`config.mk`:
```
export PLATFORM = sky130hd
export DESIGN_NAME = reset_sequencer_flat
export DESIGN_NICKNAME = d
export VERILOG_FILES = /design/src/rtl/reset_sequencer_if.sv /design/src/rtl/reset_sequencer.sv /design/src/flat_wrapper.sv
export SDC_FILE = /design/constraint.sdc
export NUM_CORES = 1
export LEC_CHECK = 0
export ABC_AREA = 1
export ABC_CLOCK_PERIOD_IN_PS = 2610
export CELL_PAD_IN_SITES_DETAIL_PLACEMENT = 1
export CELL_PAD_IN_SITES_GLOBAL_PLACEMENT = 1
export CORE_MARGIN = 3
export CORE_UTILIZATION = 26
export DETAILED_ROUTE_END_ITERATION = 16
export MAX_ROUTING_LAYER = met4
export PLACE_DENSITY = 0.58
export SLEW_MARGIN = 20
export SYNTH_ARGS = -nofsm -noshare
export SYNTH_HDL_FRONTEND = slang
export SYNTH_SLANG_ARGS = --single-unit
```
`constraint.sdc`:
```
create_clock -name clk -period 2.61 [get_ports clk]
set_input_delay 0.6525 -clock clk [delete_from_list [all_inputs] [get_ports clk]]
set_output_delay 0.6525 -clock clk [all_outputs]
set_load 0.03 [all_outputs]
```
`src/rtl/reset_sequencer_if.sv`:
```
`default_nettype none
// ============================================================================
//  reset_sequencer_if
//  Reset source inputs and sequenced reset outputs of reset_sequencer.
//  Revision: 1.0
// ============================================================================
interface reset_sequencer_if #(
  parameter int NUM_OUT = 2
);
  logic               btn_n;
  logic               pll_locked;
  logic               sw_reset_req;
  logic [NUM_OUT-1:0] reset_out;
  logic               ready;
  logic [1:0]         state;
  logic [7:0]         reset_count;

  modport master (
    output btn_n, pll_locked, sw_reset_req,
    input  reset_out, ready, state, reset_count
  );

  modport slave (
    input  btn_n, pll_locked, sw_reset_req,
    output reset_out, ready, state, reset_count
  );
endinterface
`default_nettype wire

```
`src/rtl/reset_sequencer.sv`:
```
`default_nettype none
// ============================================================================
//  reset_sequencer
//  Debounced/synchronised reset sources -> hold -> staggered domain release.
//  Revision: 1.0
// ============================================================================
module reset_sequencer #(
  parameter int SYNC_STAGES     = 2,
  parameter int DEBOUNCE_CYCLES = 400000,
  parameter int HOLD_CYCLES     = 1024,
  parameter int NUM_OUT         = 2,
  parameter int STAGGER_CYCLES  = 16
) (
  input  logic             clk,
  input  logic             reset_n,
  reset_sequencer_if.slave bus
);

  localparam logic [1:0] ST_ASSERT  = 2'd0;
  localparam logic [1:0] ST_HOLD    = 2'd1;
  localparam logic [1:0] ST_RELEASE = 2'd2;
  localparam logic [1:0] ST_RUN     = 2'd3;

  localparam int DB_W    = $clog2(DEBOUNCE_CYCLES) + 1;
  localparam int HOLD_W  = $clog2(HOLD_CYCLES) + 1;
  localparam int REL_MAX = NUM_OUT * STAGGER_CYCLES;
  localparam int REL_W   = $clog2(REL_MAX) + 1;

  localparam logic [DB_W-1:0]   DB_LAST   = DB_W'(DEBOUNCE_CYCLES - 1);
  localparam logic [HOLD_W-1:0] HOLD_LAST = HOLD_W'(HOLD_CYCLES - 1);
  localparam logic [REL_W-1:0]  REL_LAST  = REL_W'(REL_MAX - 1);

  logic [SYNC_STAGES-1:0] btn_sync_q;
  logic [SYNC_STAGES-1:0] pll_sync_q;
  logic                   btn_s;
  logic                   pll_s;

  logic                   btn_db;
  logic [DB_W-1:0]        db_cnt;

  logic [1:0]             state_q;
  logic [HOLD_W-1:0]      hold_cnt;
  logic [REL_W-1:0]       rel_cnt;
  logic [NUM_OUT-1:0]     reset_out_q;
  logic                   ready_q;
  logic [7:0]             count_q;

  logic                   fault;
  logic [NUM_OUT-1:0]     rel_hit;

  always_ff @(posedge clk) begin
    if (!reset_n) begin
      btn_sync_q <= '0;
      pll_sync_q <= '0;
    end else begin
      btn_sync_q <= {btn_sync_q[SYNC_STAGES-2:0], bus.btn_n};
      pll_sync_q <= {pll_sync_q[SYNC_STAGES-2:0], bus.pll_locked};
    end
  end

  assign btn_s = btn_sync_q[SYNC_STAGES-1];
  assign pll_s = pll_sync_q[SYNC_STAGES-1];

  // Reset value 0 means "pressed", so a released button must be debounced first.
  always_ff @(posedge clk) begin
    if (!reset_n) begin
      btn_db <= 1'b0;
      db_cnt <= '0;
    end else if (btn_s == btn_db) begin
      db_cnt <= '0;
    end else if (db_cnt == DB_LAST) begin
      btn_db <= btn_s;
      db_cnt <= '0;
    end else begin
      db_cnt <= db_cnt + 1'b1;
    end
  end

  assign fault = !btn_db || !pll_s || bus.sw_reset_req;

  // Bit i drops i*STAGGER_CYCLES edges after bit 0, which drops on RELEASE entry.
  for (genvar i = 0; i < NUM_OUT; i++) begin : g_release
    if (i == 0) begin : g_first
      assign rel_hit[i] = 1'b0;
    end else begin : g_later
      assign rel_hit[i] = (rel_cnt == REL_W'(i * STAGGER_CYCLES - 1));
    end
  end

  always_ff @(posedge clk) begin
    if (!reset_n) begin
      state_q     <= ST_ASSERT;
      hold_cnt    <= '0;
      rel_cnt     <= '0;
      reset_out_q <= '1;
      ready_q     <= 1'b0;
      count_q     <= 8'd0;
    end else begin
      case (state_q)
        ST_ASSERT: begin
          reset_out_q <= '1;
          ready_q     <= 1'b0;
          hold_cnt    <= '0;
          rel_cnt     <= '0;
          if (!fault) state_q <= ST_HOLD;
        end
        ST_HOLD: begin
          if (fault) begin
            state_q     <= ST_ASSERT;
            reset_out_q <= '1;
            hold_cnt    <= '0;
          end else if (hold_cnt == HOLD_LAST) begin
            state_q        <= ST_RELEASE;
            reset_out_q[0] <= 1'b0;
            hold_cnt       <= '0;
            rel_cnt        <= '0;
          end else begin
            hold_cnt <= hold_cnt + 1'b1;
          end
        end
        ST_RELEASE: begin
          if (fault) begin
            state_q     <= ST_ASSERT;
            reset_out_q <= '1;
            rel_cnt     <= '0;
          end else begin
            reset_out_q <= reset_out_q & ~rel_hit;
            if (rel_cnt == REL_LAST) begin
              state_q <= ST_RUN;
              ready_q <= 1'b1;
              rel_cnt <= '0;
            end else begin
              rel_cnt <= rel_cnt + 1'b1;
            end
          end
        end
        ST_RUN: begin
          if (fault) begin
            state_q     <= ST_ASSERT;
            reset_out_q <= '1;
            ready_q     <= 1'b0;
            if (count_q != 8'hFF) count_q <= count_q + 8'd1;
          end
        end
        default: begin
          state_q     <= ST_ASSERT;
          reset_out_q <= '1;
          ready_q     <= 1'b0;
          hold_cnt    <= '0;
          rel_cnt     <= '0;
        end
      endcase
    end
  end

  assign bus.reset_out   = reset_out_q;
  assign bus.ready       = ready_q;
  assign bus.state       = state_q;
  assign bus.reset_count = count_q;

endmodule
`default_nettype wire

```
`src/flat_wrapper.sv`:
```
// flat-port wrapper written by rule: the top's interface ports become plain ports
module reset_sequencer_flat 
#(
  parameter int SYNC_STAGES     = 2,
  parameter int DEBOUNCE_CYCLES = 400000,
  parameter int HOLD_CYCLES     = 1024,
  parameter int NUM_OUT         = 2,
  parameter int STAGGER_CYCLES  = 16
)
  (clk, reset_n, bus_btn_n, bus_pll_locked, bus_sw_reset_req, bus_reset_out, bus_ready, bus_state, bus_reset_count);
  reset_sequencer_if #(.NUM_OUT(NUM_OUT)) bus_i ();
  input  logic clk;
  input  logic reset_n;
  input wire logic [$bits(bus_i.btn_n)-1:0] bus_btn_n;
  input wire logic [$bits(bus_i.pll_locked)-1:0] bus_pll_locked;
  input wire logic [$bits(bus_i.sw_reset_req)-1:0] bus_sw_reset_req;
  output wire logic [$bits(bus_i.reset_out)-1:0] bus_reset_out;
  output wire logic [$bits(bus_i.ready)-1:0] bus_ready;
  output wire logic [$bits(bus_i.state)-1:0] bus_state;
  output wire logic [$bits(bus_i.reset_count)-1:0] bus_reset_count;
  assign bus_i.btn_n = bus_btn_n;
  assign bus_i.pll_locked = bus_pll_locked;
  assign bus_i.sw_reset_req = bus_sw_reset_req;
  assign bus_reset_out = bus_i.reset_out;
  assign bus_ready = bus_i.ready;
  assign bus_state = bus_i.state;
  assign bus_reset_count = bus_i.reset_count;
  reset_sequencer #(.SYNC_STAGES(SYNC_STAGES), .DEBOUNCE_CYCLES(DEBOUNCE_CYCLES), .HOLD_CYCLES(HOLD_CYCLES), .NUM_OUT(NUM_OUT), .STAGGER_CYCLES(STAGGER_CYCLES)) u_core (.clk(clk), .reset_n(reset_n), .bus(bus_i));
endmodule
```
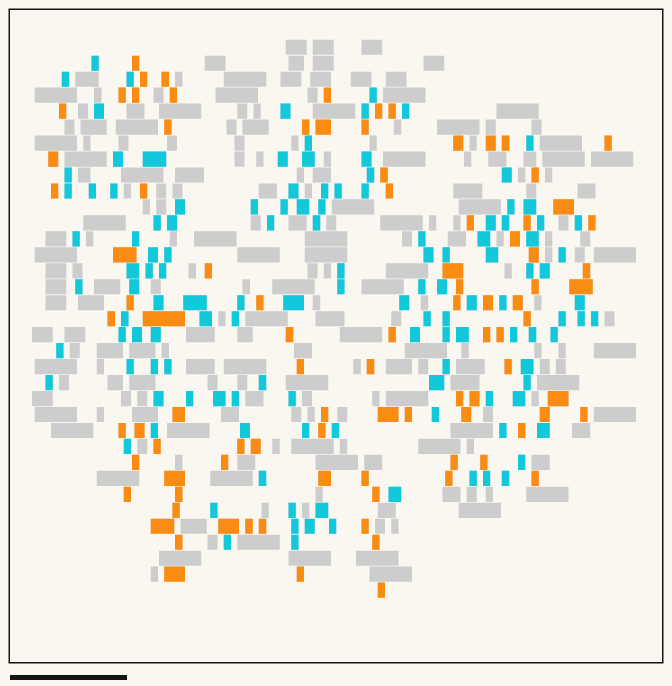
(selected gate families)
The bar under the picture is 20 µm long.
legend:
  nor cells:
    color: orange
    cells: 92
    most_used: nor2_1
    where: all over the die
  nand cells:
    color: cyan
    cells: 126
    most_used: nand2_1

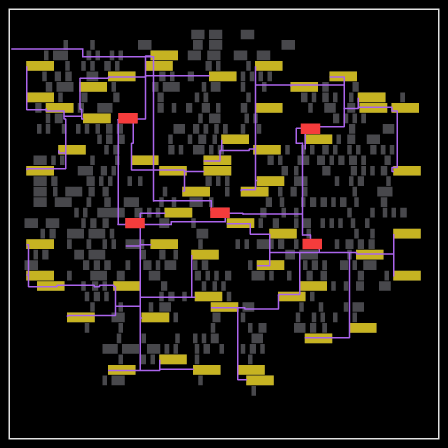
(clock wires, drivers and flops)
legend:
  flip-flops:
    color: yellow
    count: 55
  clock-net drivers:
    color: red
    count: 5
  clock wires:
    color: purple
    length: 847 µm
flops lie: all over the die

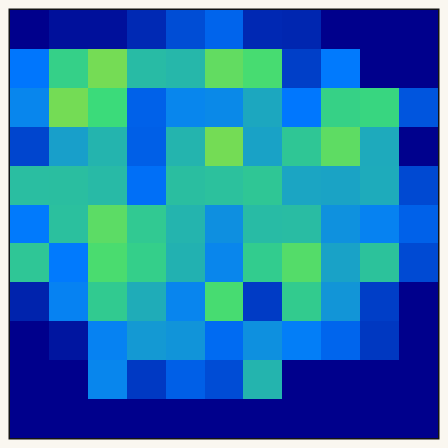
(cell area per tile)
The die is cut into 11 by 11 equal tiles; dark blue is low, red is high, 0 to 100% covered.
mean over tiles: 25%
fullest tile: 57%
nearly empty tiles: 22%
emptiest ninth of the die: bottom right

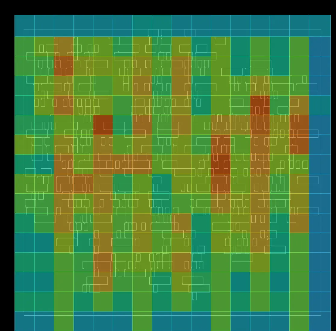
(congestion heat map)
most crowded layer after global routing: met2
met1 routing resource usage after global routing: 0.142

==> ds_physical_params.txt <==
Implementation parameters

Parameter                              Value

Timing
  Number of pins with negative max-slew slack in the final report    0
  Time the final worst path needs with I/O delays and setup    2.18 ns
  Slew HR    0.678
  Clock skew    0.00462 ns
  Final hold viol count    0
  Worst Max-Slew Pin Slew    0.483 ns
  Maximum achievable frequency    458 MHz
  Sum of negative setup slack    0 ns
  Fraction of the cycle the final worst path needs    0.837

Power and ir drop
  Part of the total power dissipated in combinational logic    0.019
  Clk network pwr share    0.377
  Switching share of power    0.216
  Sequential cell fraction of total power    0.604
  Internal Pwr Total    1.10 mW
  Total leakage power    1.23 nW
  Pwr Density    426 nW/µm²

Global route
  Pin count of the biggest net entering global routing    21
  Antenna violations before repair    0

Setup path
  CP startpoint kind    register
  CP Class    reg -> out
  Data arrival time of the critical path    1.53 ns
  Critical path, cell by cell    clkdlybuf4s50_1
  Kind of cell with the highest combined delay on the critical path    buffers and inverters
  Critical path peak fanout    7
  R2R cell count    6
  Required @ worst endpoint    1.96 ns

Clocking
  Hold buffer count at CTS    0
  Number of buffers between clock root and the deepest sink    2
  Clock-pin slew on the worst setup and hold paths    0.10 ns
  Inserted Clock Buffers    5
  Clock tree from TritonCTS    built
  Resized cells post-CTS    0
  H-tree depth    2

Synth
  Combined area of all synthesized cells    2870 µm²
  Chip area in the Yosys report    2870 µm²
  Number of cells in the yosys synthesis report    403
  Top flip-flop cell by instance count after synthesis    dfxtp_1
  Average instance area after synthesis    7.12 µm²
  Number of enable flip-flop cells    0
  Post-synthesis cell type with the largest combined area    dfxtp_1
  List of most frequent post-synthesis cells    82 x nand2_1, 66 x nor2_1, 55 x dfxtp_1, 49 x inv_1, 30 x a21oi_1
  Max-area cell share    0.384
  Number of standard cells after synthesis    403
  Synthesized flop and latch total    55
  Warnings, synthesis    0
  Most used standard cell by instance count after synthesis    nand2_1

Route
  Sum of routed wire length over all layers    6.94 mm
  Number of design rule violations left after detail routing    0
  Number of detailed-routing iterations run before antenna repair    4
  Vias/cell    4.51

Min path
  Hold Path Stages    2
  Hold path start    u_core.pll_sync_q[0]
  End of the worst hold path    u_core.pll_sync_q[1]

Finish
  Finished layout cell area    3280 µm²
  Final layout net count    439
  Fraction of final layout cells with drive strength greater than 1    0.0800

Run
  Number of maximum-capacitance violations    0

Die
  Die Ht    111 µm
  Initial core utilization    0.273

Run status
  Status    finished, final reports clean

Placed design
  Number of port buffers    17
  Post-placement cell area    3180 µm²
  Final weighted congestion of routability-driven global placement    0.816
[cell families after synthesis]
logic type | count (synthesis) | synth area share
adders and majority gates | 10 | 0.0436
and+or+nand+nor | 219 | 0.357
xor gates and xnor gates | 14 | 0.0427
buffers and inverters | 57 | 0.0833
DFF | 55 | 0.384
AOI/OAI and AO/OA | 48 | 0.0898
[cell type report]
cell class	count	area [µm²]
tap	136	170
fill	1317	7230
clock buffer	8	100
timing repair buffer	19	185
inverter	52	196
multi-input combinational	291	1530
sequential	55	1100
[registers in the layout, summed over array words and instances (netlist names)]
name / flops
u_core.db_cnt: 20
u_core.bus.reset_out: 2
u_core.bus.state: 2
u_core.btn_db: 1
u_core.bus.ready: 1
u_core.bus.reset_count: 8
u_core.pll_sync_q: 2
u_core.hold_cnt: 11
u_core.rel_cnt: 6
u_core.btn_sync_q: 2
[metal layers]
metal | GRT usage | vias to the layer above | part of all wire | wire length, µm
li1 | - | 1327 | - | -
met1 | 0.142 | 1182 | 0.47 | 3260
met2 | 0.210 | 14 | 0.50 | 3470
met3 | 0.0229 | 7 | 0.017 | 120
met4 | 0.0316 | 0 | 0.013 | 88
met5 | - | - | 0 | 0
[worst min-delay path, stage by stage (launching register included)]
cell	delay [ns]
dfxtp_1	0.32
nand2_1	0.05
inv_1	0.04
[metrics by stage]
step                utilization  power [mW]  worst slack (ns)  hold WS, ns
floorplan                     -       0.878             0.855        0.390
global placement          0.303       0.890             0.440        0.403
detailed placement        0.303       0.891             0.377        0.415
CTS                       0.312        1.44             0.399        0.436
global route              0.312        1.47             0.338        0.465
finish                    0.312        1.40             0.427        0.431
[power groups by stage]
stage	combinational, mW	clock (mW)	sequential [mW]
after detailed placement	0.0277	0	0.863
final	0.0267	0.527	0.844
after global routing	0.0297	0.596	0.845
after global placement	0.0272	0	0.863
after CTS	0.0278	0.567	0.844
after floorplan	0.0151	0	0.863
[worst max-delay path by stage]
stage | startpoint | endpoint | cells past startpoint
4_1_cts | u_core.bus.state[0] | bus_state[0] | 1
2_1_floorplan | u_core.bus.state[0] | u_core.hold_cnt[2] | 7
6_report | u_core.bus.state[0] | bus_state[0] | 1
5_1_grt | u_core.bus.state[0] | bus_state[0] | 1
3_5_place_dp | bus_sw_reset_req | u_core.bus.reset_count[6] | 8
3_3_place_gp | bus_sw_reset_req | u_core.bus.reset_count[6] | 8
[layout by cell type, fill, tap and decap left out, drive strengths merged]
cell,count
nand2,88
nor2,72
dfxtp,55
inv,50
a21oi,31
nand3,26
nor3,19
clkdlybuf4s50,17
o21ai,14
nand4,11
ha,10
xnor2,8
clkbuf,8
xor2,6
buf,2
clkinv,2
o21bai,2
a31oi,1
nor3b,1
nand3b,1
or2,1
No activity file was given, so power comes from the tool's default toggle rates.
